$ cat src/rtl/mdu_pkg.sv
// ============================================================================
// Module      : mdu_pkg
// Description : Op codes and FSM state encoding for the mdu_hilo unit.
// Revision    : 1.0 - initial release
// ============================================================================
`default_nettype none

package mdu_pkg;

  localparam logic [2:0] MDU_MULTU = 3'b000;
  localparam logic [2:0] MDU_MULT  = 3'b001;
  localparam logic [2:0] MDU_DIVU  = 3'b010;
  localparam logic [2:0] MDU_DIV   = 3'b011;
  localparam logic [2:0] MDU_MTHI  = 3'b100;
  localparam logic [2:0] MDU_MTLO  = 3'b101;

  typedef enum logic [1:0] {
    MDU_IDLE = 2'd0,
    MDU_RUN  = 2'd1,
    MDU_FIN  = 2'd2
  } mdu_state_e;

endpackage

`default_nettype wire

$ cat src/rtl/mdu_hilo_twos_mag.sv
// ============================================================================
// Module      : twos_mag
// Description : Conditional two's-complement negate (magnitude / sign fix).
// Revision    : 1.0 - initial release
// ============================================================================
`default_nettype none

module twos_mag #(
  parameter int WIDTH = 32
) (
  input  logic             neg_i,
  input  logic [WIDTH-1:0] val_i,
  output logic [WIDTH-1:0] res_o
);

  assign res_o = neg_i ? (~val_i + WIDTH'(1)) : val_i;

endmodule

`default_nettype wire

$ cat src/rtl/mdu_hilo.sv
// ============================================================================
// Module      : mdu_hilo
// Description : Iterative multiply/divide unit with HI/LO registers.
//               Define MDU_SIGNED_EN to enable signed MULT/DIV.
// Revision    : 1.0 - initial release
// ============================================================================
`default_nettype none

module mdu_hilo
  import mdu_pkg::*;
#(
  parameter int WIDTH = 32
) (
  input  logic             clk,
  input  logic             rst,
  input  logic             start,
  input  logic [2:0]       op,
  input  logic [WIDTH-1:0] a,
  input  logic [WIDTH-1:0] b,
  input  logic             abort,
  output logic             busy,
  output logic             done,
  output logic             dz,
  output logic [WIDTH-1:0] hi,
  output logic [WIDTH-1:0] lo
);

  localparam int CW = $clog2(WIDTH) + 1;

  mdu_state_e           state_q;
  logic [CW-1:0]        cnt_q;
  logic [2*WIDTH-1:0]   acc_q, acc_d;
  logic [WIDTH-1:0]     opd_q, a_q;
  logic [WIDTH-1:0]     hi_q, lo_q, hi_d, lo_d;
  logic                 is_div_q, dz_pend_q;
  logic                 busy_q, done_q, dz_q;

  logic                 op_arith, op_div, accept;
  logic [WIDTH-1:0]     mag_a, mag_b;
  logic [2*WIDTH-1:0]   prod_fix;
  logic [WIDTH-1:0]     quo_fix, rem_fix;
  logic [WIDTH:0]       mul_sum, div_trial;

  assign op_div   = (op == MDU_DIVU) || (op == MDU_DIV);
  assign op_arith = op_div || (op == MDU_MULTU) || (op == MDU_MULT);
  assign accept   = (state_q == MDU_IDLE) && start && !abort && op_arith;

`ifdef MDU_SIGNED_EN
  logic neg_res_q, neg_rem_q;

  twos_mag #(.WIDTH(WIDTH)) u_mag_a (
    .neg_i (op[0] & a[WIDTH-1]), .val_i (a), .res_o (mag_a)
  );
  twos_mag #(.WIDTH(WIDTH)) u_mag_b (
    .neg_i (op[0] & b[WIDTH-1]), .val_i (b), .res_o (mag_b)
  );
  twos_mag #(.WIDTH(2*WIDTH)) u_fix_prod (
    .neg_i (neg_res_q), .val_i (acc_q), .res_o (prod_fix)
  );
  twos_mag #(.WIDTH(WIDTH)) u_fix_quo (
    .neg_i (neg_res_q), .val_i (acc_q[WIDTH-1:0]), .res_o (quo_fix)
  );
  twos_mag #(.WIDTH(WIDTH)) u_fix_rem (
    .neg_i (neg_rem_q), .val_i (acc_q[2*WIDTH-1:WIDTH]), .res_o (rem_fix)
  );

  always_ff @(posedge clk) begin
    if (!rst) begin
      neg_res_q <= 1'b0;
      neg_rem_q <= 1'b0;
    end else if (accept) begin
      neg_res_q <= op[0] & (a[WIDTH-1] ^ b[WIDTH-1]);
      neg_rem_q <= op[0] & a[WIDTH-1];
    end
  end
`else
  assign mag_a    = a;
  assign mag_b    = b;
  assign prod_fix = acc_q;
  assign quo_fix  = acc_q[WIDTH-1:0];
  assign rem_fix  = acc_q[2*WIDTH-1:WIDTH];
`endif

  // Multiply keeps the multiplier in the low half and shifts the product in
  // from the top; divide keeps the partial remainder in the high half and
  // shifts quotient bits in from the bottom.
  assign mul_sum   = {1'b0, acc_q[2*WIDTH-1:WIDTH]} +
                     (acc_q[0] ? {1'b0, opd_q} : {(WIDTH+1){1'b0}});
  assign div_trial = acc_q[2*WIDTH-1:WIDTH-1] - {1'b0, opd_q};

  always_comb begin
    acc_d = {mul_sum, acc_q[WIDTH-1:1]};
    if (is_div_q) begin
      if (!div_trial[WIDTH]) begin
        acc_d = {div_trial[WIDTH-1:0], acc_q[WIDTH-2:0], 1'b1};
      end else begin
        acc_d = {acc_q[2*WIDTH-2:0], 1'b0};
      end
    end
  end

  always_comb begin
    {hi_d, lo_d} = prod_fix;
    if (dz_pend_q) begin
      hi_d = a_q;
      lo_d = {WIDTH{1'b1}};
    end else if (is_div_q) begin
      hi_d = rem_fix;
      lo_d = quo_fix;
    end
  end

  always_ff @(posedge clk) begin
    if (!rst) begin
      state_q   <= MDU_IDLE;
      cnt_q     <= '0;
      acc_q     <= '0;
      opd_q     <= '0;
      a_q       <= '0;
      is_div_q  <= 1'b0;
      dz_pend_q <= 1'b0;
      hi_q      <= '0;
      lo_q      <= '0;
      busy_q    <= 1'b0;
      done_q    <= 1'b0;
      dz_q      <= 1'b0;
    end else begin
      done_q <= 1'b0;
      dz_q   <= 1'b0;
      case (state_q)
        MDU_IDLE: begin
          if (start && !abort) begin
            if (op == MDU_MTHI) begin
              hi_q   <= a;
              done_q <= 1'b1;
            end else if (op == MDU_MTLO) begin
              lo_q   <= a;
              done_q <= 1'b1;
            end else if (op_arith) begin
              state_q   <= MDU_RUN;
              busy_q    <= 1'b1;
              cnt_q     <= '0;
              is_div_q  <= op_div;
              opd_q     <= op_div ? mag_b : mag_a;
              acc_q     <= {{WIDTH{1'b0}}, (op_div ? mag_a : mag_b)};
              a_q       <= a;
              dz_pend_q <= op_div && (b == '0);
            end
          end
        end
        MDU_RUN: begin
          if (abort) begin
            state_q <= MDU_IDLE;
            busy_q  <= 1'b0;
          end else begin
            acc_q <= acc_d;
            cnt_q <= cnt_q + CW'(1);
            if (cnt_q == CW'(WIDTH - 1)) begin
              state_q <= MDU_FIN;
            end
          end
        end
        MDU_FIN: begin
          state_q <= MDU_IDLE;
          busy_q  <= 1'b0;
          if (!abort) begin
            hi_q   <= hi_d;
            lo_q   <= lo_d;
            done_q <= 1'b1;
            dz_q   <= dz_pend_q;
          end
        end
        default: begin
          state_q <= MDU_IDLE;
          busy_q  <= 1'b0;
        end
      endcase
    end
  end

  assign busy = busy_q;
  assign done = done_q;
  assign dz   = dz_q;
  assign hi   = hi_q;
  assign lo   = lo_q;

endmodule

`default_nettype wire

$ cat config.mk
export PLATFORM = sky130hd
export DESIGN_NAME = mdu_hilo
export DESIGN_NICKNAME = d
export VERILOG_FILES = /design/src/rtl/mdu_pkg.sv /design/src/rtl/mdu_hilo_twos_mag.sv /design/src/rtl/mdu_hilo.sv
export SDC_FILE = /design/constraint.sdc
export NUM_CORES = 1
export LEC_CHECK = 0
export CAP_MARGIN = 10
export CORE_MARGIN = 5
export CORE_UTILIZATION = 55
export CTS_BUF_LIST = sky130_fd_sc_hd__clkbuf_4 sky130_fd_sc_hd__clkbuf_8
export DETAILED_ROUTE_END_ITERATION = 10
export PLACE_DENSITY = 0.77
export SLEW_MARGIN = 30
export SYNTH_ARGS = -nofsm -noshare
export SYNTH_HDL_FRONTEND = slang
export SYNTH_SLANG_ARGS = --single-unit
export TNS_END_PERCENT = 1
$ cat constraint.sdc
create_clock -name clk -period 4.42 [get_ports clk]
set_input_delay 0.884 -clock clk [delete_from_list [all_inputs] [get_ports clk]]
set_output_delay 0.884 -clock clk [all_outputs]
set_load 0.02 [all_outputs]
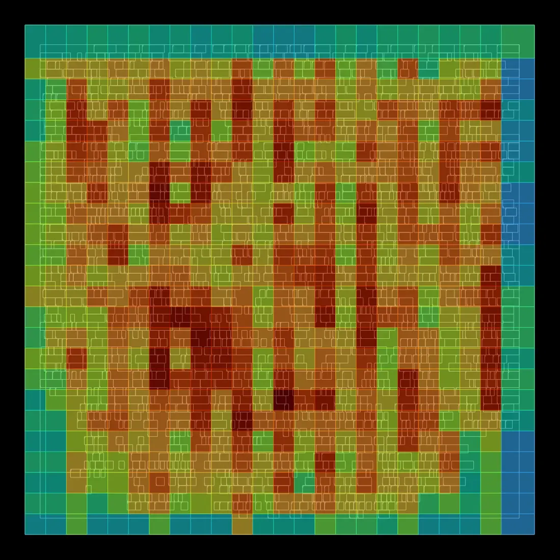
congestion_map.png
met3 Usage GRT: 5.22%
fin util: 65.4%
met1 Use GR: 41.7%
most crowded layer after global routing: met2
routed len/inst: 21.3 µm

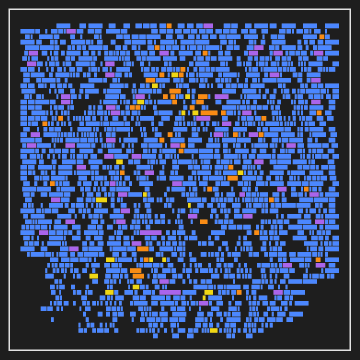
sizing.png
Scale: 2 px per µm.
Key: x3 and x4 = orange [cells 44, share 2.3%, most used buf_4]; x2 = yellow [cells 20, share 1.0%, most used or2_2]; x6 and larger = purple [cells 59, share 3.1%, most used clkbuf_8]; x1 and smaller = blue [cells 1801, share 94%, most used nand2_1]

==> run_results.csv <==
group,metric,value,unit
detailed_routing,first_pass_iters,6,
placed_design,pre_cts_ws,0.868,ns
run_status,outcome,"finished clean",
detailed_routing,vias,14500,
global_routing,antenna_found_initial,0,
clock_network,post_cts_buffers,0,
placed_design,placed_area,0.0156,mm²
timing,skew,0.0200,ns
finish,layout.nets,2033,
pwr,ir_drop,268,µV
setup_path,reg2reg_depth,11,
finish,layout.cells.non_filler,2254,
setup_path,rr_startpoint,"acc_q[31]",
finish,buffers,162,
pwr,p_int,3.47,mW
timing,worst_slack,0.834,ns
finish,logic_area,0.00926,mm²
setup_path,cp.required,4.87,ns
finish,antenna_cells,0,
synth,ys_cells,1824,
setup_path,reg2reg_to,"acc_q[55]",
finish,seq_cells,205,
finish,inverters_excl_clock,55,
hold_path,hold_end,"a_q[6]",
clock_network,clockBufferDepth,3,
finish,drive_gt1_share,6.39,%
die,dieArea,0.0288,mm²
finish,clk_share,5.42,%
clock_network,clk_pin_slew,0.06,ns
global_routing,grt_usage,32.2,%
die,core_region_area,0.0252,mm²
finish,fill_cells,2138,
die,initCoreUtil,55.8,%
synth,flop_cell,"dfxtp_1",
clock_network,cts_tree,"yes",
synth,top_area_cell,"dfxtp_1",
global_routing,grt.overflow.total,0,
clock_network,worstSkewPairLatency,0.55,ns
detailed_routing,wl,48000,µm
timing,setup_viol,0,
clock_network,h-tree-depth,2,
synth,synth.avg_cell_area,7.70,µm²
detailed_routing,drc,0,
synth,edf_count,0,
pwr,p_seq_share,40.5,%
flow_run,cap_violations,0,
die,die_h,170,µm
timing,fmax,279,MHz
placed_design,place_hpwl,34700,µm
finish,multi_input_comb_cells,1433,
synth,synth-xor-area-share,3.06,%
flow_run,tool_warnings,28,
synth,yosysSeqAreaShare,29.2,%
setup_path,start_kind,"flip-flop",
synth,compound_area_share,30.1,%
pwr,power-per-cell-area,293,mW/mm²
finish,lay_top_cells,"nand2_1, dfxtp_1, a21oi_1, clkdlybuf4s50_1, nor2_1",
finish,n_clock_buffer,63,
synth,synthCells,1824,
synth,syn-num-nets,1962,
placed_design,place.gp.congestion,1.02,
finish,lay_top_count,"nand2_1",
clock_network,cts_resized,0,
pwr,clkPwrFrac,43.8,%
synth,synth_flops,205,
finish,comb-cell-share,56.2,%
global_routing,grt_pass1_wl,75400,µm
detailed_routing,vias_per_cell,6.42,
setup_path,end_kind,"flip-flop",
clock_network,clkSinkCount,205,
finish,area_delta_synth_final,17.2,%
finish,regArea,0.00411,mm²
synth,syn-cell-area,0.0140,mm²
global_routing,grt_max_degree,106,
synth,fa_ha_area_share,6.08,%
timing,fin_crit,3.59,ns
clock_network,cts-root-buf,"clkbuf_8",
finish,seq_share,25.0,%
timing,period_used_share,81.1,%
timing,hold_viol_final,0,
timing,hold_ws,0.464,ns
global_routing,grt_pass1_vias,13700,
synth,ys_sh_simple,22.7,%
finish,fin_area,0.0165,mm²
synth,ys_types,83,
detailed_routing,drt_iter0_drc,1486,
timing,rsz0062_at_grt,"false",
timing,slew_headroom,36.0,%
synth,top_area_share,29.2,%
clock_network,cts_buffers,38,
pwr,finalPower,4.83,mW
synth,ys_chip_area,0.0140,mm²
pwr,p_sw_share,28.2,%
setup_path,crit_path_max_fanout,20,
synth,mux_share,3.68,%
pwr,power_leakage,6.36,nW
timing,fin_setup_tns,0,ns
die,placementRows,58,
synth,synthArstFlopShare,0,%
synth,logic_family,"AND-OR/OR-AND gates",
timing,tightest_slew,0.961,ns
finish,final-nonclk-buf-share,9.61,%
placed_design,portBuffers,137,
clock_network,hold_buffers,0,
placed_design,dp.cells,2185,
setup_path,path_class,"flip-flop to flip-flop",
timing,drv_slew,0,
synth,ys_warn_count,0,
pwr,comb_power_share,15.7,%
hold_path,hold_class,"flip-flop to flip-flop",
setup_path,reg2reg_slack,0.83,ns
hold_path,min_from,"a_q[6]",
detailed_routing,antenna_left,0,
hold_path,hold_depth,2,
pwr,p_sw,1.36,mW
die,io_pins,138,
die,n_tap_cell,330,
setup_path,worstPathArrival,4.04,ns
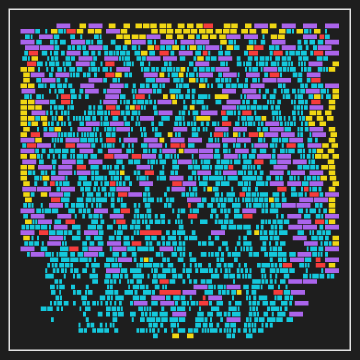
class_map.png
Scale: 2 px per µm.
Key: remaining logic cells = cyan [cells 1488]; sequential cells = purple [cells 205]; clock drivers and dummy loads = red [cells 69]; remaining buffers and delay cells = yellow [cells 162]

-- worst max path at each step --
| stage | startpoint | endpoint |
|---|---|---|
| finish | acc_q[31] | acc_q[55] |
| CTS | acc_q[31] | acc_q[32] |
| global route | acc_q[0] | acc_q[63] |
| floorplan | acc_q[31] | acc_q[57] |
| detailed placement | abort | acc_q[60] |
| global placement | acc_q[31] | acc_q[32] |
-- layer usage --
metal  vias up  GRT usage, %  wire length, µm
li1       6767             -                -
met1      6854          41.7            19800
met2       682          52.2            22100
met3       163          5.22             3590
met4         0          15.8             2490
met5         -             0                0
-- registers in the layout, indices dropped and copies added (netlist names) --
| signal | cells |
|---|---|
| state_q | 2 |
| a_q | 32 |
| is_div_q | 1 |
| opd_q | 32 |
| acc_q | 64 |
| hi | 32 |
| dz_pend_q | 1 |
| busy | 1 |
| lo | 32 |
| done | 1 |
| cnt_q | 6 |
| dz | 1 |
-- synthesized netlist by cell type, types with 35 or more instances --
cell	number
a211oi_1	73
a21boi_0	73
a21oi_1	144
a311oi_1	35
and2_1	69
clkbuf_1	111
dfxtp_1	205
ha_1	65
inv_1	54
mux2i_1	49
nand2_1	294
nand3_1	48
nor2_1	85
nor2b_1	72
o21ai_0	40
o221ai_1	40
-- critical path, stage by stage, from the launching register on --
cell      delay, ns
dfxtp_1        0.38
inv_1          0.11
ha_1           0.24
fa_1           0.40
nand2b_1       0.18
a21oi_1        0.36
o211ai_2       0.23
a21oi_4        0.23
nor3_4         0.11
nor2_4         0.71
nand2_1        0.28
o221ai_1       0.24
-- power groups by stage --
stage	combinational [mW]	sequential (mW)	clock (mW)
floorplan	0.476	1.98	0
global placement	0.738	1.99	0
detailed placement	0.743	1.99	0
CTS	0.747	1.95	2.13
global route	0.820	1.96	2.22
finish	0.758	1.95	2.12
No activity file was given, so power comes from the tool's default toggle rates.
